**src/rtl/mau_pkg.sv**
```systemverilog
// Shared encodings for the MEM-stage access unit: op codes, FSM states,
// byte-enable masks and a lane-mask helper.
package mau_pkg;

    typedef enum logic [2:0] {
        OP_LW  = 3'd0,
        OP_LH  = 3'd1,
        OP_LHU = 3'd2,
        OP_LB  = 3'd3,
        OP_LBU = 3'd4,
        OP_SW  = 3'd5,
        OP_SH  = 3'd6,
        OP_SB  = 3'd7
    } op_e;

    typedef enum logic [1:0] {
        ST_IDLE = 2'd0,
        ST_REQ  = 2'd1,
        ST_RESP = 2'd2
    } state_e;

    localparam logic [3:0] BE_NONE = 4'b0000;
    localparam logic [3:0] BE_BYTE = 4'b0001;
    localparam logic [3:0] BE_HALF = 4'b0011;
    localparam logic [3:0] BE_WORD = 4'b1111;

    // Expand a 4-bit byte-enable into a 32-bit data mask.
    function automatic logic [31:0] be_mask(input logic [3:0] be);
        logic [31:0] m;
        for (int i = 0; i < 4; i++) begin
            m[8*i +: 8] = be[i] ? 8'hff : 8'h00;
        end
        return m;
    endfunction

endpackage

```
**src/rtl/mem_access_unit_if.sv**
```systemverilog
// Bus bundles for the access unit: pipeline op/response side and data-memory side.
interface mau_op_if;
    logic        op_valid;
    logic        op_ready;
    logic [2:0]  op_type;
    logic [31:0] addr;
    logic [31:0] wdata;
    logic [31:0] pc;
    logic        rsp_valid;
    logic [31:0] rdata;
    logic        misalign;
    logic        err;

    modport master (output op_valid, op_type, addr, wdata, pc,
                    input  op_ready, rsp_valid, rdata, misalign, err);
    modport slave  (input  op_valid, op_type, addr, wdata, pc,
                    output op_ready, rsp_valid, rdata, misalign, err);
endinterface

interface mau_mem_if;
    logic        mem_req;
    logic        mem_we;
    logic [3:0]  mem_be;
    logic [31:0] mem_addr;
    logic [31:0] mem_wdata;
    logic        mem_ack;
    logic [31:0] mem_rdata;

    modport master (output mem_req, mem_we, mem_be, mem_addr, mem_wdata,
                    input  mem_ack, mem_rdata);
    modport slave  (input  mem_req, mem_we, mem_be, mem_addr, mem_wdata,
                    output mem_ack, mem_rdata);
endinterface

```
**src/rtl/mau_lane_fmt.sv**
```systemverilog
// Combinational lane formatter: byte enables, store replication, load
// extract/extend and alignment check from op type and the low address bits.
module mau_lane_fmt
    import mau_pkg::*;
(
    input  op_e         op,
    input  logic [1:0]  lane,
    input  logic [31:0] wdata,
    input  logic [31:0] rword,
    output logic [3:0]  be,
    output logic [31:0] wdata_rep,
    output logic [31:0] load_data,
    output logic        misalign,
    output logic        is_store
);

    logic [31:0] shifted_s;
    logic [7:0]  byte_s;
    logic [15:0] half_s;

    assign shifted_s = rword >> {lane, 3'b000};
    assign byte_s    = shifted_s[7:0];
    assign half_s    = lane[1] ? rword[31:16] : rword[15:0];

    // Size-dependent lane mask, replication and alignment
    always_comb begin
        be        = BE_NONE;
        wdata_rep = 32'd0;
        misalign  = 1'b0;
        is_store  = 1'b0;
        load_data = 32'd0;
        case (op)
            OP_LW, OP_SW: begin
                be        = BE_WORD;
                misalign  = (lane != 2'd0);
                wdata_rep = wdata;
                load_data = rword;
            end
            OP_LH, OP_LHU, OP_SH: begin
                be        = BE_HALF << {lane[1], 1'b0};
                misalign  = lane[0];
                wdata_rep = {2{wdata[15:0]}};
                load_data = (op == OP_LH) ? {{16{half_s[15]}}, half_s} : {16'd0, half_s};
            end
            OP_LB, OP_LBU, OP_SB: begin
                be        = BE_BYTE << lane;
                wdata_rep = {4{wdata[7:0]}};
                load_data = (op == OP_LB) ? {{24{byte_s[7]}}, byte_s} : {24'd0, byte_s};
            end
            default: begin
                be        = BE_NONE;
                wdata_rep = 32'd0;
                load_data = 32'd0;
            end
        endcase
        is_store = (op == OP_SW) || (op == OP_SH) || (op == OP_SB);
    end

endmodule

```
**src/rtl/mem_access_unit.sv**
```systemverilog
// MEM-stage initiator: accepts one load/store from the pipeline, issues a
// word-aligned memory request with timeout, and returns formatted load data.
module mem_access_unit
    import mau_pkg::*;
#(
    parameter logic [31:0] ADDR_LIMIT = 32'h0000_3fff,
    parameter logic [7:0]  TIMEOUT    = 8'd255
) (
    input  logic      clk,
    input  logic      reset,
    mau_op_if.slave   op,
    mau_mem_if.master mem
);

    state_e      state_r;
    op_e         op_r;
    logic [1:0]  lane_r;
    logic [31:0] pc_r;
    logic [7:0]  cnt_r;
    logic        op_ready_r, rsp_valid_r, misalign_r, err_r;
    logic [31:0] rdata_r;
    logic        mem_req_r, mem_we_r;
    logic [3:0]  mem_be_r;
    logic [31:0] mem_addr_r, mem_wdata_r;

    op_e         fmt_op_s;
    logic [1:0]  fmt_lane_s;
    logic [3:0]  fmt_be_s;
    logic [31:0] fmt_wdata_s, fmt_load_s;
    logic        fmt_misalign_s, fmt_is_store_s, range_err_s;

    // Formatter sees the live op while idle, the latched op while waiting on memory
    always_comb begin
        if (state_r == ST_IDLE) begin
            fmt_op_s   = op_e'(op.op_type);
            fmt_lane_s = op.addr[1:0];
        end else begin
            fmt_op_s   = op_r;
            fmt_lane_s = lane_r;
        end
    end

    assign range_err_s = (op.addr > ADDR_LIMIT);

    mau_lane_fmt u_fmt (
        .op        (fmt_op_s),
        .lane      (fmt_lane_s),
        .wdata     (op.wdata),
        .rword     (mem.mem_rdata),
        .be        (fmt_be_s),
        .wdata_rep (fmt_wdata_s),
        .load_data (fmt_load_s),
        .misalign  (fmt_misalign_s),
        .is_store  (fmt_is_store_s)
    );

    // Control FSM with all outputs registered
    always_ff @(posedge clk) begin
        if (reset) begin
            state_r     <= ST_IDLE;
            op_r        <= OP_LW;
            lane_r      <= 2'd0;
            pc_r        <= 32'd0;
            cnt_r       <= 8'd0;
            op_ready_r  <= 1'b1;
            rsp_valid_r <= 1'b0;
            rdata_r     <= 32'd0;
            misalign_r  <= 1'b0;
            err_r       <= 1'b0;
            mem_req_r   <= 1'b0;
            mem_we_r    <= 1'b0;
            mem_be_r    <= BE_NONE;
            mem_addr_r  <= 32'd0;
            mem_wdata_r <= 32'd0;
        end else begin
            case (state_r)
                ST_IDLE: begin
                    rsp_valid_r <= 1'b0;
                    rdata_r     <= 32'd0;
                    misalign_r  <= 1'b0;
                    err_r       <= 1'b0;
                    if (op.op_valid) begin
                        op_ready_r <= 1'b0;
                        op_r       <= fmt_op_s;
                        lane_r     <= op.addr[1:0];
                        pc_r       <= op.pc;
                        // Misalignment wins over range; faulted ops skip memory entirely
                        if (fmt_misalign_s || range_err_s) begin
                            state_r     <= ST_RESP;
                            rsp_valid_r <= 1'b1;
                            misalign_r  <= fmt_misalign_s;
                            err_r       <= ~fmt_misalign_s;
                        end else begin
                            state_r     <= ST_REQ;
                            cnt_r       <= 8'd0;
                            mem_req_r   <= 1'b1;
                            mem_we_r    <= fmt_is_store_s;
                            mem_be_r    <= fmt_be_s;
                            mem_addr_r  <= {op.addr[31:2], 2'b00};
                            mem_wdata_r <= fmt_wdata_s;
                        end
                    end else begin
                        op_ready_r <= 1'b1;
                    end
                end
                ST_REQ: begin
                    if (mem.mem_ack) begin
                        state_r     <= ST_RESP;
                        mem_req_r   <= 1'b0;
                        rsp_valid_r <= 1'b1;
                        rdata_r     <= mem_we_r ? 32'd0 : fmt_load_s;
                    end else if (cnt_r == TIMEOUT) begin
                        state_r     <= ST_RESP;
                        mem_req_r   <= 1'b0;
                        rsp_valid_r <= 1'b1;
                        err_r       <= 1'b1;
                    end else begin
                        cnt_r <= cnt_r + 8'd1;
                    end
                end
                ST_RESP: begin
                    state_r     <= ST_IDLE;
                    op_ready_r  <= 1'b1;
                    rsp_valid_r <= 1'b0;
                    rdata_r     <= 32'd0;
                    misalign_r  <= 1'b0;
                    err_r       <= 1'b0;
                end
                default: begin
                    state_r     <= ST_IDLE;
                    op_ready_r  <= 1'b1;
                    rsp_valid_r <= 1'b0;
                    mem_req_r   <= 1'b0;
                end
            endcase
        end
    end

`ifndef SYNTHESIS
    // Store trace at the accepting edge; the written word shows only enabled lanes
    always_ff @(posedge clk) begin
        if (!reset && state_r == ST_REQ && mem.mem_ack && mem_we_r) begin
            $display("%d@%h: *%h <= %h", $time, pc_r, mem_addr_r,
                     mem_wdata_r & be_mask(mem_be_r));
        end
    end
`endif

    assign op.op_ready  = op_ready_r;
    assign op.rsp_valid = rsp_valid_r;
    assign op.rdata     = rdata_r;
    assign op.misalign  = misalign_r;
    assign op.err       = err_r;
    assign mem.mem_req   = mem_req_r;
    assign mem.mem_we    = mem_we_r;
    assign mem.mem_be    = mem_be_r;
    assign mem.mem_addr  = mem_addr_r;
    assign mem.mem_wdata = mem_wdata_r;

endmodule

```
**src/flat_wrapper.sv**
```systemverilog
// flat-port wrapper written by rule: the top's interface ports become plain ports
module mem_access_unit_flat import mau_pkg::*;
#(
    parameter logic [31:0] ADDR_LIMIT = 32'h0000_3fff,
    parameter logic [7:0]  TIMEOUT    = 8'd255
)
  (clk, reset, op_op_valid, op_op_type, op_addr, op_wdata, op_pc, op_op_ready, op_rsp_valid, op_rdata, op_misalign, op_err, mem_mem_req, mem_mem_we, mem_mem_be, mem_mem_addr, mem_mem_wdata, mem_mem_ack, mem_mem_rdata);
  mau_op_if op_i ();
  mau_mem_if mem_i ();
  input  logic clk;
  input  logic reset;
  input wire logic [$bits(op_i.op_valid)-1:0] op_op_valid;
  input wire logic [$bits(op_i.op_type)-1:0] op_op_type;
  input wire logic [$bits(op_i.addr)-1:0] op_addr;
  input wire logic [$bits(op_i.wdata)-1:0] op_wdata;
  input wire logic [$bits(op_i.pc)-1:0] op_pc;
  output wire logic [$bits(op_i.op_ready)-1:0] op_op_ready;
  output wire logic [$bits(op_i.rsp_valid)-1:0] op_rsp_valid;
  output wire logic [$bits(op_i.rdata)-1:0] op_rdata;
  output wire logic [$bits(op_i.misalign)-1:0] op_misalign;
  output wire logic [$bits(op_i.err)-1:0] op_err;
  output wire logic [$bits(mem_i.mem_req)-1:0] mem_mem_req;
  output wire logic [$bits(mem_i.mem_we)-1:0] mem_mem_we;
  output wire logic [$bits(mem_i.mem_be)-1:0] mem_mem_be;
  output wire logic [$bits(mem_i.mem_addr)-1:0] mem_mem_addr;
  output wire logic [$bits(mem_i.mem_wdata)-1:0] mem_mem_wdata;
  input wire logic [$bits(mem_i.mem_ack)-1:0] mem_mem_ack;
  input wire logic [$bits(mem_i.mem_rdata)-1:0] mem_mem_rdata;
  assign op_i.op_valid = op_op_valid;
  assign op_i.op_type = op_op_type;
  assign op_i.addr = op_addr;
  assign op_i.wdata = op_wdata;
  assign op_i.pc = op_pc;
  assign op_op_ready = op_i.op_ready;
  assign op_rsp_valid = op_i.rsp_valid;
  assign op_rdata = op_i.rdata;
  assign op_misalign = op_i.misalign;
  assign op_err = op_i.err;
  assign mem_mem_req = mem_i.mem_req;
  assign mem_mem_we = mem_i.mem_we;
  assign mem_mem_be = mem_i.mem_be;
  assign mem_mem_addr = mem_i.mem_addr;
  assign mem_mem_wdata = mem_i.mem_wdata;
  assign mem_i.mem_ack = mem_mem_ack;
  assign mem_i.mem_rdata = mem_mem_rdata;
  mem_access_unit #(.ADDR_LIMIT(ADDR_LIMIT), .TIMEOUT(TIMEOUT)) u_core (.clk(clk), .reset(reset), .op(op_i), .mem(mem_i));
endmodule
```
**config.mk**
```make
export PLATFORM = sky130hd
export DESIGN_NAME = mem_access_unit_flat
export DESIGN_NICKNAME = d
export VERILOG_FILES = /design/src/rtl/mau_pkg.sv /design/src/rtl/mem_access_unit_if.sv /design/src/rtl/mau_lane_fmt.sv /design/src/rtl/mem_access_unit.sv /design/src/flat_wrapper.sv
export SDC_FILE = /design/constraint.sdc
export NUM_CORES = 1
export LEC_CHECK = 0
export CORE_MARGIN = 2
export CORE_UTILIZATION = 42
export DETAILED_ROUTE_END_ITERATION = 12
export GPL_TIMING_DRIVEN = 0
export PLACE_DENSITY = 0.88
export RECOVER_POWER = 100
export SYNTH_ARGS = -nofsm -noshare
export SYNTH_HDL_FRONTEND = slang
export SYNTH_SLANG_ARGS = --single-unit
```
**constraint.sdc**
```tcl
create_clock -name clk -period 3.5 [get_ports clk]
set_input_delay 0.7 -clock clk [delete_from_list [all_inputs] [get_ports clk]]
set_output_delay 0.7 -clock clk [all_outputs]
set_load 0.02 [all_outputs]
```
### Met2 routing, run 1

Cells faint in the background.
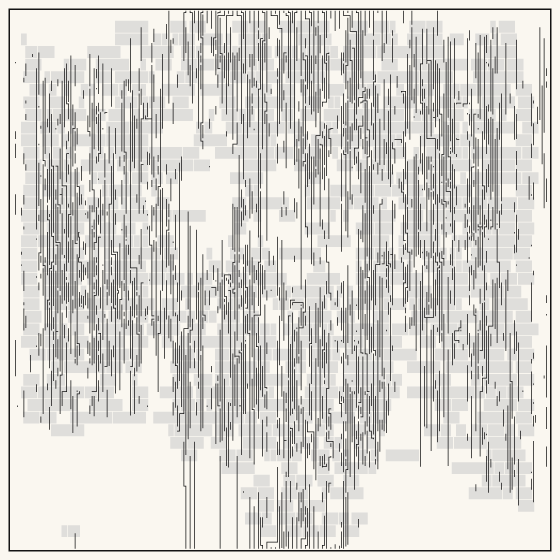
main direction	vertical
longest straight run	40.0 µm
wire length on this layer	8900 µm

### Cells colored by class, run 1

Fill, decap, tap and diode cells in gray.
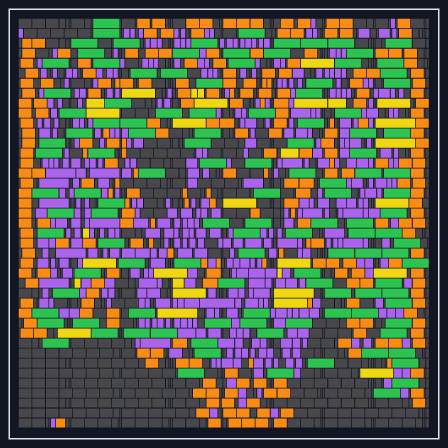
class	color	cells	share of their area
remaining buffers and delay cells	orange	251	29%
sequential cells	green	119	30%
combinational and other logic	purple	439	33%
clock drivers and dummy loads	yellow	30	7.8%

==> summary.txt, run 1 <==
Physical implementation.

- The flow ran to the end, and the final reports show no timing, DRC or antenna violations.
- The number of warnings reported in the stage logs is a little over 60.
- In the layout the commonest cells are sky130_fd_sc_hd__nand2_1 (126), sky130_fd_sc_hd__dfxtp_1 (119), sky130_fd_sc_hd__dlygate4sd3_1 (105).
- The final report gives the core utilization as roughly two thirds.
- For this block, the initial DRC count from the detailed router was around 540.
- The post-synthesis cell count from yosys is ~600.
- The area reported by Yosys stat is about 5300 µm².
- The layout summary lists the proportion of cells stronger than drive strength 1 as about 8.8%.
- The remaining max-slew budget at the tightest pin is ~50%.
- The number of warnings reported in the yosys synthesis log is 0.
- From left edge to right edge, the die measures 116 µm.
- Before any placement, the netlist area is recorded as around 5300 µm².
- Dividing the synthesized area by the synthesized cell count gives between 8 and 9 µm².
- The number of hold buffers added after cts is 0.
- Max-cap violations in this run came to 0.
- In the final report, the number of hold violations comes to 0.
- The synthesized design contains between 100 and 150 register bits.
- The highest achievable clock rate is around 300 MHz.
- The commonest cells after synthesis are sky130_fd_sc_hd__nand2_1 (126), sky130_fd_sc_hd__dfxtp_1 (119), sky130_fd_sc_hd__nor2_1 (58).
- The kind of critical path is flip-flop to flip-flop.
- On the critical path the largest part of the delay comes from simple AND/OR/NAND/NOR gates.
- The post-synthesis cell type with the largest combined area is sky130_fd_sc_hd__dfxtp_1.
- The number of antenna violations at the first check in global routing is 0.
- After floorplanning, the die was sized to cover 13600 µm².
- The count of distinct cell types in the synthesized netlist is roughly 60.
- The arrival time of data at the critical path endpoint is approximately 3.6 ns.
- Checking hold timing, the worst path is listed with class flip-flop to flip-flop.
- Clock tree synthesis inserted a total of 17 buffers.
- The net count of the finished layout is ~970.
- The minimum clock period is between 3 and 4 ns.
- The startpoint kind of the worst setup timing path is a flip-flop.
- The master of the slowest instance on the critical path is sky130_fd_sc_hd__a311oi_4.
- The clock slew at the register clock pins of the worst setup and hold paths is about 0.060 ns.
- The detail route stage leaves a number of antenna-violating nets equal to 0.
- The worst setup slack for register-to-register paths is 0.25 ns.
- around 240 I/O pins were placed.
- Setup repair after global routing left no endpoint under its margin.
- The worst-case clock skew is 0.0127 ns.
### Placement view, run 1

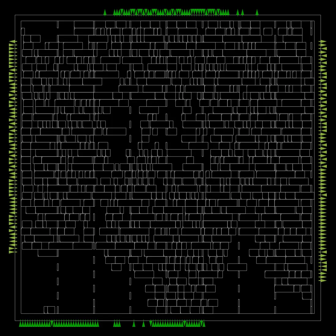
count of non-filler cells in the finished layout: 1011
Flop Count: 119
flip-flop and latch share of the layout cell area: 29.2%
# Taps: 172

## run 1: cells by family after synthesis
group                    count (synthesis)  synth area share [%]
other                                    1                0.0706
multiplexers                            18                  5.53
AND-OR/OR-AND                          160                  22.3
AND/OR/NAND/NOR                        245                  20.2
buffers and inverters                   51                  5.39
adder cells (fa/ha/maj)                  5                  1.18
flip-flops                             119                  44.8
XOR/XNOR                                 3                 0.494
## run 1: flip-flops by register name, summed over array words and instances (netlist names)
name	count
u_core.mem.mem_wdata	32
u_core.op.rdata	32
u_core.mem.mem_addr	30
u_core.cnt_r	8
u_core.mem.mem_be	4
u_core.op_r	3
u_core.lane_r	2
u_core.state_r	2
u_core.mem.mem_req	1
u_core.mem.mem_we	1
u_core.op.err	1
u_core.op.misalign	1
u_core.op.op_ready	1
u_core.op.rsp_valid	1
## run 1: metrics by stage
step           total power [mW]  setup slack (ns)  hold WS [ns]  setup TNS [ns]
3_5_place_dp               1.91           -0.0496         0.438          -0.340
4_1_cts                    3.73             0.308         0.452               0
2_1_floorplan              1.68             0.828         0.446               0
6_report                   3.72             0.254         0.444               0
5_1_grt                    3.83            0.0121         0.464               0
3_3_place_gp               1.90           -0.0265         0.433          -0.208
## run 1: cell type report
type | count | area (µm²) | share of cell area (%)
timing repair buffer | 206 | 2060 | 25.2
inverter | 6 | 22.5 | 0.276
multi-input combinational | 433 | 2610 | 32.0
clock buffer | 21 | 470 | 5.76
clock inverter | 9 | 149 | 1.82
sequential | 119 | 2380 | 29.2
tap | 172 | 215 | 2.63
buffer | 45 | 256 | 3.14
## run 1: power by group
group | leakage (nW) | switching, mW | internal (mW)
clock network | 0.309 | 0.605 | 1.23
logic | 2.08 | 0.280 | 0.231
registers | 0.960 | 0.00857 | 1.37
total | 3.35 | 0.893 | 2.83
## run 1: layer usage
| layer | GRT usage (%) | part of all wire, % | vias up |
|---|---|---|---|
| li1 | - | - | 2590 |
| met1 | 29.3 | 37 | 2560 |
| met2 | 46.7 | 49 | 314 |
| met3 | 11.1 | 11 | 50 |
| met4 | 11.7 | 3.1 | 0 |
| met5 | 0 | 0 | - |
## run 1: how the worst min path moves through the flow
stage,end,cells past startpoint,slack (ns),startpoint
after CTS,u_core.op.rdata[30],2,0.45,u_core.op.rdata[30]
after detailed placement,u_core.op.rdata[5],1,0.44,u_core.op.rdata[5]
after global routing,u_core.mem.mem_addr[23],1,0.46,u_core.mem.mem_addr[23]
after floorplan,u_core.op_r[1],2,0.45,u_core.op_r[1]
after global placement,u_core.op.rdata[18],2,0.43,u_core.op.rdata[18]
final,u_core.op.rdata[0],1,0.44,u_core.op.rdata[0]
--- run 2 (diff from run 1) ---
Settings changed: TNS_END_PERCENT from default to 100.
==> run 2 against run 1 <==
Synthesized area unchanged; clock power barely moved; clock skew did not move; synthesized cell count unchanged; die area stayed put; sequential share of layout area unchanged; critical path depth unchanged; largest power group unchanged.
==> summary.txt, run 2 <==
Physical implementation.

- The endpoint type of the worst setup path is a flip-flop.
- The warning total across the stage logs is a little over 60.
- The count of distinct cell types in the synthesized netlist is 60.
- The synthesized design contains 0 enable-type register cells.
- The hold violation total from the final report is 0.
- The worst setup slack for register-to-register paths is approximately 0.25 ns.
- The startpoint kind of the worst setup timing path is a flip-flop.
- The flow ran to the end, and the final reports show no timing, DRC or antenna violations.
- The post-synthesis cell count from yosys is roughly 600.
- The number of rows in the core area is just over 40.
- The slew of the pin with the lowest slew margin is roughly 0.74 ns.
- The finished cells cover roughly 8000 µm².
- The synthesized instance count is approximately 600.
- At the end of the flow, the number of nets in the layout was just under 1000.
- The startpoint identified for the worst register-to-register timing path is u_core.state_r[0].
- For this run, the share of the core covered by cells in the final layout is about two thirds.
- The instance count along the most critical hold path is 1.
- In the CTS report, the clock slew at the register clock pins of the worst setup and hold paths is listed as around 0.060 ns.
- Static timing analysis puts the maximum clock frequency at slightly above 300 MHz.
- Per the post-route antenna check, the number of violating nets is 0.
- The area fraction of the largest cell type after synthesis is between 40 and 50%.
- The setup violation total in the final timing report is 0.
- The OpenROAD report gives the critical path a required time of roughly 3.8 ns.
- The worst min-delay path class is flip-flop to flip-flop.
- TritonCTS reports the number of clock sinks as 119.
- The floorplan die width is approximately 120 µm.
- Per the gpl log, the routability congestion estimate is 0.924.
- The HPWL after detailed placement is 13200 µm.
- The area reported by Yosys stat is roughly 5300 µm².
- The average detailed-routed wire length per instance is 18.1 µm.
- The setup slack after layout is approximately 0.25 ns.
- The register bit total from synthesis is roughly 120.
- The hold path endpoint is u_core.op.rdata[0].
- The hold path startpoint is u_core.op.rdata[0].
- After synthesis, the share of flip-flops with an asynchronous set or reset is 0%.
- The number of warnings reported in the yosys synthesis log is 0.
- The areal power density over the cells is between 400 and 500 nW/µm².
- The most frequently placed logic cell in the final layout is sky130_fd_sc_hd__nand2_1.
- The worst path uses a little over 90% of the clock period.
- Measured against its own limit, the worst slew margin works out to between 50% and 60%.
- The minimum hold slack is 0.444 ns.
- The detailed-router iteration count before antenna repair is 6.
- Buffers placed on the I/O ports in this run total approximately 200.
- Per the post-place timing report, worst setup slack is -0.0496 ns.
- For this run, the total global-route usage over all layers was measured as 27.1%.
- The overall die area is around 14000 µm².
- The library cells used most frequently in the layout, excluding fill and tap cells, are sky130_fd_sc_hd__nand2_1 (126), sky130_fd_sc_hd__dfxtp_1 (119), sky130_fd_sc_hd__dlygate4sd3_1 (105).
- The kind of critical path is flip-flop to flip-flop.
- The number of global-route vias before repair is 5453.
- The root buffer cell is sky130_fd_sc_hd__clkbuf_16.
- For this block, the initial DRC count from the detailed router was roughly 540.
- The final layout reports a setup TNS of 0 ns.
- The ratio of cells with drive above 1 in the final layout is about 8.8%.
- The number of cells on the worst reg-to-reg path is 11.
- The floorplan report gives the top-level pin count as around 240.
- The CTS buffer count is 17.
- The worst-case clock skew is ~0.013 ns.
- The most critical setup path has its startpoint at u_core.state_r[0].
- The number of maximum-capacitance constraint violations is 0.
- The core outline area is around 12000 µm².
- The later pin in the worst-skew pair is clocked with a latency of about 0.42 ns.
- The non-filler instance count after layout is a little over 1000.
- STA puts the critical path data arrival time at about 3.6 ns.
- In this run the cell area of the synthesized design comes to approximately 5300 µm².
- Counting I/O delays and the setup requirement, the final critical path takes around 3.2 ns.
- The starting density of the core is between 40% and 50%.
- Setup repair after global routing left no endpoint under its margin.
- The number of antenna violations at the first check in global routing is 0.
- In this run the mean area of a mapped cell was slightly below 9 µm².
- Measured along the y axis, the die boundary spans 116 µm.
- The number of levels the H-tree was split into is 4.
- The overall power of the completed layout is roughly 3.7 mW.
- The worst register-to-register path ends at u_core.mem.mem_addr[29].
- The commonest cells after synthesis are sky130_fd_sc_hd__nand2_1 (126), sky130_fd_sc_hd__dfxtp_1 (119), sky130_fd_sc_hd__nor2_1 (58).
- No sink is reached through more buffers than the 2 on the longest clock path.
- Once placement completed, the tool counted placed cells totaling a little under 1000.
- The area of placed instances is 7600 µm².
- The remaining global-route overflow is 0.
- Of all cell types, the one taking the most synthesized area is sky130_fd_sc_hd__dfxtp_1.
- The number of hold buffers added after cts is 0.
- The peak supply drop is 0.342 mV.
## run 2: critical path, cell delays in order, from the launching register on
cell,delay (ns)
sky130_fd_sc_hd__dfxtp_1,0.39
sky130_fd_sc_hd__inv_1,0.08
sky130_fd_sc_hd__ha_1,0.22
sky130_fd_sc_hd__buf_6,0.14
sky130_fd_sc_hd__mux2i_1,0.42
sky130_fd_sc_hd__nand3_1,0.36
sky130_fd_sc_hd__a311oi_4,0.45
sky130_fd_sc_hd__and2_0,0.18
sky130_fd_sc_hd__clkbuf_1,0.30
sky130_fd_sc_hd__nor2_2,0.15
sky130_fd_sc_hd__clkbuf_1,0.22
sky130_fd_sc_hd__and2_1,0.21
## run 2: layout make-up
class,count,area (µm²)
Fill cell,1015,4290
Inverter,6,22.5
Sequential cell,119,2380
Clock inverter,9,149
Tap cell,172,215
Clock buffer,21,470
Timing Repair Buffer,206,2060
Multi-Input combinational cell,433,2610
Buffer,45,256
## run 2: where the power goes
part           switching, mW  internal (mW)
combinational          0.280          0.231
clock                  0.605           1.23
sequential           0.00857           1.37
total                  0.893           2.83
## run 2: cells by family after synthesis
family | Yosys count | synth area share, %
adders and majority gates | 5 | 1.18
other | 1 | 0.0706
DFF | 119 | 44.8
muxes | 18 | 5.53
xor gates and xnor gates | 3 | 0.494
AOI/OAI and AO/OA | 160 | 22.3
buffers and inverters | 51 | 5.39
and+or+nand+nor | 245 | 20.2
## run 2: how the worst max path moves through the flow
stage | endpoint | depth (start not counted) | slack (ns)
detailed placement | u_core.op.rdata[28] | 9 | -0.05
CTS | u_core.mem.mem_wdata[27] | 9 | 0.31
finish | u_core.mem.mem_addr[29] | 11 | 0.25
global placement | u_core.op.rdata[25] | 9 | -0.03
floorplan | u_core.op.rdata[21] | 11 | 0.83
global route | u_core.mem.mem_addr[29] | 11 | 0.01
## run 2: per-layer routing
metal  global-route usage (%)  share of wire, %  vias up
met2                     46.7                49      314
li1                         -                 -     2590
met5                        0                 0        -
met3                     11.1                11       50
met4                     11.7               3.1        0
met1                     29.3                37     2560
### Cells colored by class, run 2

Fill, decap, tap and diode cells in gray.
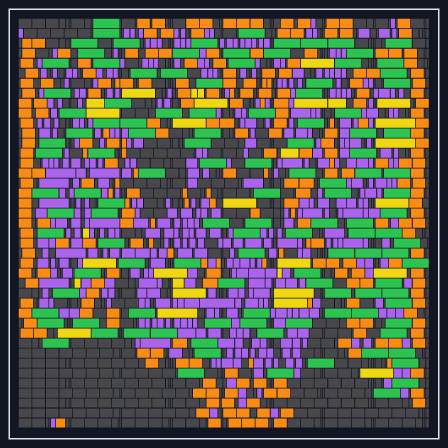
class	color	cells	share of their area
clock drivers and dummy loads	yellow	30	7.8%
remaining buffers and delay cells	orange	251	29%
combinational and other logic	purple	439	33%
sequential cells	green	119	30%

### The metal 3 layer, run 2

The bar under the picture is 20 µm long.
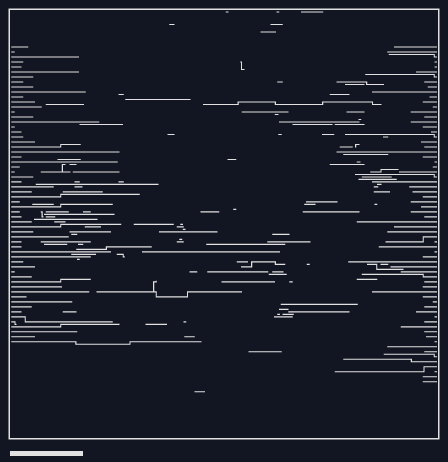
longest straight run	37.3 µm
main direction	horizontal
wire length on this layer	2020 µm
share of all routed wire	11%
final wirelength: 18300 µm
M3 GR Usage: 11.1%
total number of vias: 5514

--- run 3 (diff from run 2) ---
Clock period 3.5 ns to 3.1 ns, I/O delays scaled along.
==> run 3 against run 2 <==
Fmax increased by 10%; count of clock-buffer cells in the layout is the same; non-clock buffer count increased by 3; via count increased by 1.1%; critical endpoint is now u_core.mem.mem_wdata[18]; global-route usage increased by 0.069 points; first-iteration DRC count decreased by 13%; highest routed layer unchanged.
==> summary.txt, run 3 <==
Physical implementation.

- The number of antenna violations at the first check in global routing is 0.
- The worst setup slack for register-to-register paths is roughly 0.16 ns.
- The flow ran to the end, and the final reports show no timing, DRC or antenna violations.
- The via total after detailed routing is 5574.
- STA lists the startpoint of the worst hold path as u_core.op.rdata[18].
- After synthesis the cells add up to 5320 µm².
- The largest stage delay on the critical path is roughly 0.38 ns.
- The most common logic cell in the final layout is sky130_fd_sc_hd__nand2_1.
- The setup violation total in the final timing report is 0.
- Synthesis inferred roughly 120 register bits.
- The reg-to-reg startpoint is u_core.state_r[1].
- The H-tree generated during clock tree synthesis spans 4 levels.
- The total net switching power is 1.02 mW.
- The report lists the cells along the critical path as inv_1 -> ha_1 -> buf_6 -> buf_6 -> mux2i_4 -> buf_6 -> o31ai_2 -> a311oi_4 -> and2_0 -> buf_6 -> buf_6 -> clkbuf_2 -> a311oi_1.
- The endpoint type of the worst setup path is a flip-flop.
- After legalization and detailed placement, the total HPWL measured between 10000 and 15000 µm.
- Measured along the y axis, the die boundary spans 116 µm.
- The finished cells cover around 8000 µm².
- The starting density of the core is between 40% and 50%.
- The number of maximum-capacitance constraint violations is 0.
- The post-synth tally of flip-flops with integrated enable is 0.
- Of the available clock period, the critical path in the final layout requires between 90% and 100%.
- For this run, the top clock speed supported by timing is 340 MHz.
- The warning total across the stage logs is just over 60.
- The clock network fraction of total power is about half.
- Hold analysis lists the worst path endpoint as u_core.op.rdata[18].
- Setup repair after global routing left no endpoint under its margin.
- The OpenROAD report gives the critical path a data arrival time of between 3 and 4 ns.
- The first detailed-routing pass ran for 5 iterations.
- The final hold violation count recorded for this run is 0.
- STA shows the worst reg2reg path with a cell count of 13.
- The cell with the most instances on the worst path is sky130_fd_sc_hd__buf_6.
- The cell internal power dissipation is 3.21 mW.
- The number of hold buffers added after cts is 0.
- Checking max transition, the worst relative margin is between 60% and 70%.
- Ranked by instance count, the synthesized netlist is headed by sky130_fd_sc_hd__nand2_1 (126), sky130_fd_sc_hd__dfxtp_1 (119), sky130_fd_sc_hd__nor2_1 (58).
- The timing report gives the clock slew at the launch and capture registers of the worst setup and hold paths as 0.06 ns.
- STA classifies the critical path startpoint as a flip-flop.
- The master of the slowest instance on the critical path is sky130_fd_sc_hd__a311oi_4.
- The overall die area is 13600 µm².
- The combinational power share is approximately 14%.
- Summed over all failing endpoints, the final setup total negative slack is 0 ns.
- For the worst setup path, the data required time is around 3.4 ns.
- Per the detailed placement report, the placed cell area equals 7600 µm².
- The most critical hold endpoint after final layout shows a slack of 0.443 ns.
- The worst VDD IR drop from the latest analysis is approximately 0.41 mV.
- STA reports the tightest min-delay check as being of type flip-flop to flip-flop.
- The setup slack after layout is ~0.16 ns.
- The kind of cell with the highest combined delay along the critical path is buffers and inverters.
- The minimum clock period is 2.94 ns.
- The remaining global-route overflow is 0.
- Dividing the synthesized area by the synthesized cell count gives 8.83 µm².
- The global-route usage over all layers is between 20% and 30%.
- The number of nets in the layout is slightly below 1000.
- At the pin with the least slew margin, the transition time is 0.599 ns.
-- run 3: cell count changes in the layout (fill, tap and decap cells not counted), moves of 6 or more --
cell,before,now
sky130_fd_sc_hd__o21ai_1,2,8
sky130_fd_sc_hd__o21ai_0,31,24
sky130_fd_sc_hd__clkbuf_1,29,23
sky130_fd_sc_hd__and2_1,21,14
sky130_fd_sc_hd__clkbuf_2,1,14
sky130_fd_sc_hd__and2_0,1,8
-- run 3: how the worst max path moves through the flow --
stage / from / end / depth (start not counted)
6_report: u_core.state_r[1] / u_core.mem.mem_wdata[18] / 13
5_1_grt: u_core.state_r[1] / u_core.mem.mem_addr[29] / 12
4_1_cts: u_core.state_r[0] / u_core.op.rdata[6] / 12
3_5_place_dp: op_addr[1] / u_core.op.rdata[28] / 9
3_3_place_gp: op_addr[1] / u_core.op.rdata[25] / 9
2_1_floorplan: u_core.state_r[0] / u_core.op.rdata[21] / 11
-- run 3: repair_timing --
| item | 4_1_cts | 5_1_grt |
|---|---|---|
| buffers inserted | 0 | 3 |
| gates cloned | 0 | 0 |
| gates resized | 3 | 16 |
| endpoints found under the setup margin | 26 | 87 |
-- run 3: cells by family (layout without fill, tap and decap cells) --
logic type	count (synthesis)	in the layout	synth area share, %
simple gates	245	245	20.2
compound gates	160	160	22.3
flops	119	119	44.8
buf+inv	51	290	5.39
mux	18	18	5.53
fa+ha+maj	5	5	1.18
xor+xnor	3	3	0.494
other cells	1	2	0.0706
-- run 3: worst reg2reg max path: stages (launching register included) --
cell	delay (ns)
sky130_fd_sc_hd__dfxtp_1	0.33
sky130_fd_sc_hd__inv_1	0.10
sky130_fd_sc_hd__ha_1	0.19
sky130_fd_sc_hd__buf_6	0.15
sky130_fd_sc_hd__buf_6	0.16
sky130_fd_sc_hd__mux2i_4	0.26
sky130_fd_sc_hd__buf_6	0.21
sky130_fd_sc_hd__o31ai_2	0.13
sky130_fd_sc_hd__a311oi_4	0.38
sky130_fd_sc_hd__and2_0	0.20
sky130_fd_sc_hd__buf_6	0.13
sky130_fd_sc_hd__buf_6	0.15
sky130_fd_sc_hd__clkbuf_2	0.28
sky130_fd_sc_hd__a311oi_1	0.14
-- run 3: area by class of cell --
cell class	count	area (µm²)
Inverter	6	22.5
Tap cell	172	215
Clock inverter	9	149
Fill cell	1012	4260
Clock buffer	21	470
Buffer	45	250
Timing Repair Buffer	209	2080
Sequential cell	119	2380
Multi-Input combinational cell	433	2640
-- run 3: metal layers --
metal	up-vias	GRT usage (%)	wire (µm)	share of wire [%]
met2	311	46.7	8970	49
li1	2606	-	-	-
met1	2607	29.4	6820	37
met4	0	12.1	546	3.0
met5	-	0	0	0
met3	50	11.1	2130	12
-- run 3: metrics by stage --
stage | power [mW] | instances
2_1_floorplan | 1.90 | 603
3_3_place_gp | 2.14 | 981
3_5_place_dp | 2.15 | 981
4_1_cts | 4.22 | 1011
5_1_grt | 4.34 | 1014
6_report | 4.23 | 1014
-- run 3: power by group through the flow --
stage	sequential [mW]	clock (mW)	combinational [mW]
floorplan	1.58	0	0.314
global placement	1.58	0	0.560
detailed placement	1.58	0	0.569
CTS	1.55	2.08	0.582
global route	1.55	2.15	0.639
finish	1.55	2.08	0.593
### I/O nets highlighted, run 3

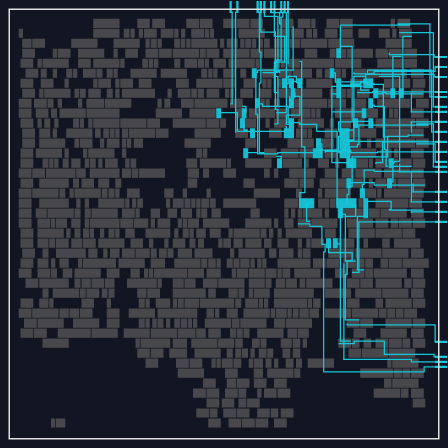
port	color	bits	direction	end cells	wire
op_wdata	cyan	32	input	48	1660 µm
count of pins on the block boundary: 241
# port buffers: 206

### Placement view, run 3

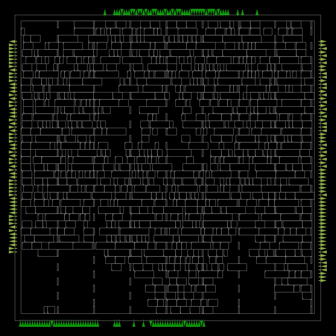
core footprint: 12500 µm²
std cell rows: 41
utilization of the core after routing: 65.8%

Power and IR drop assume default switching activity.
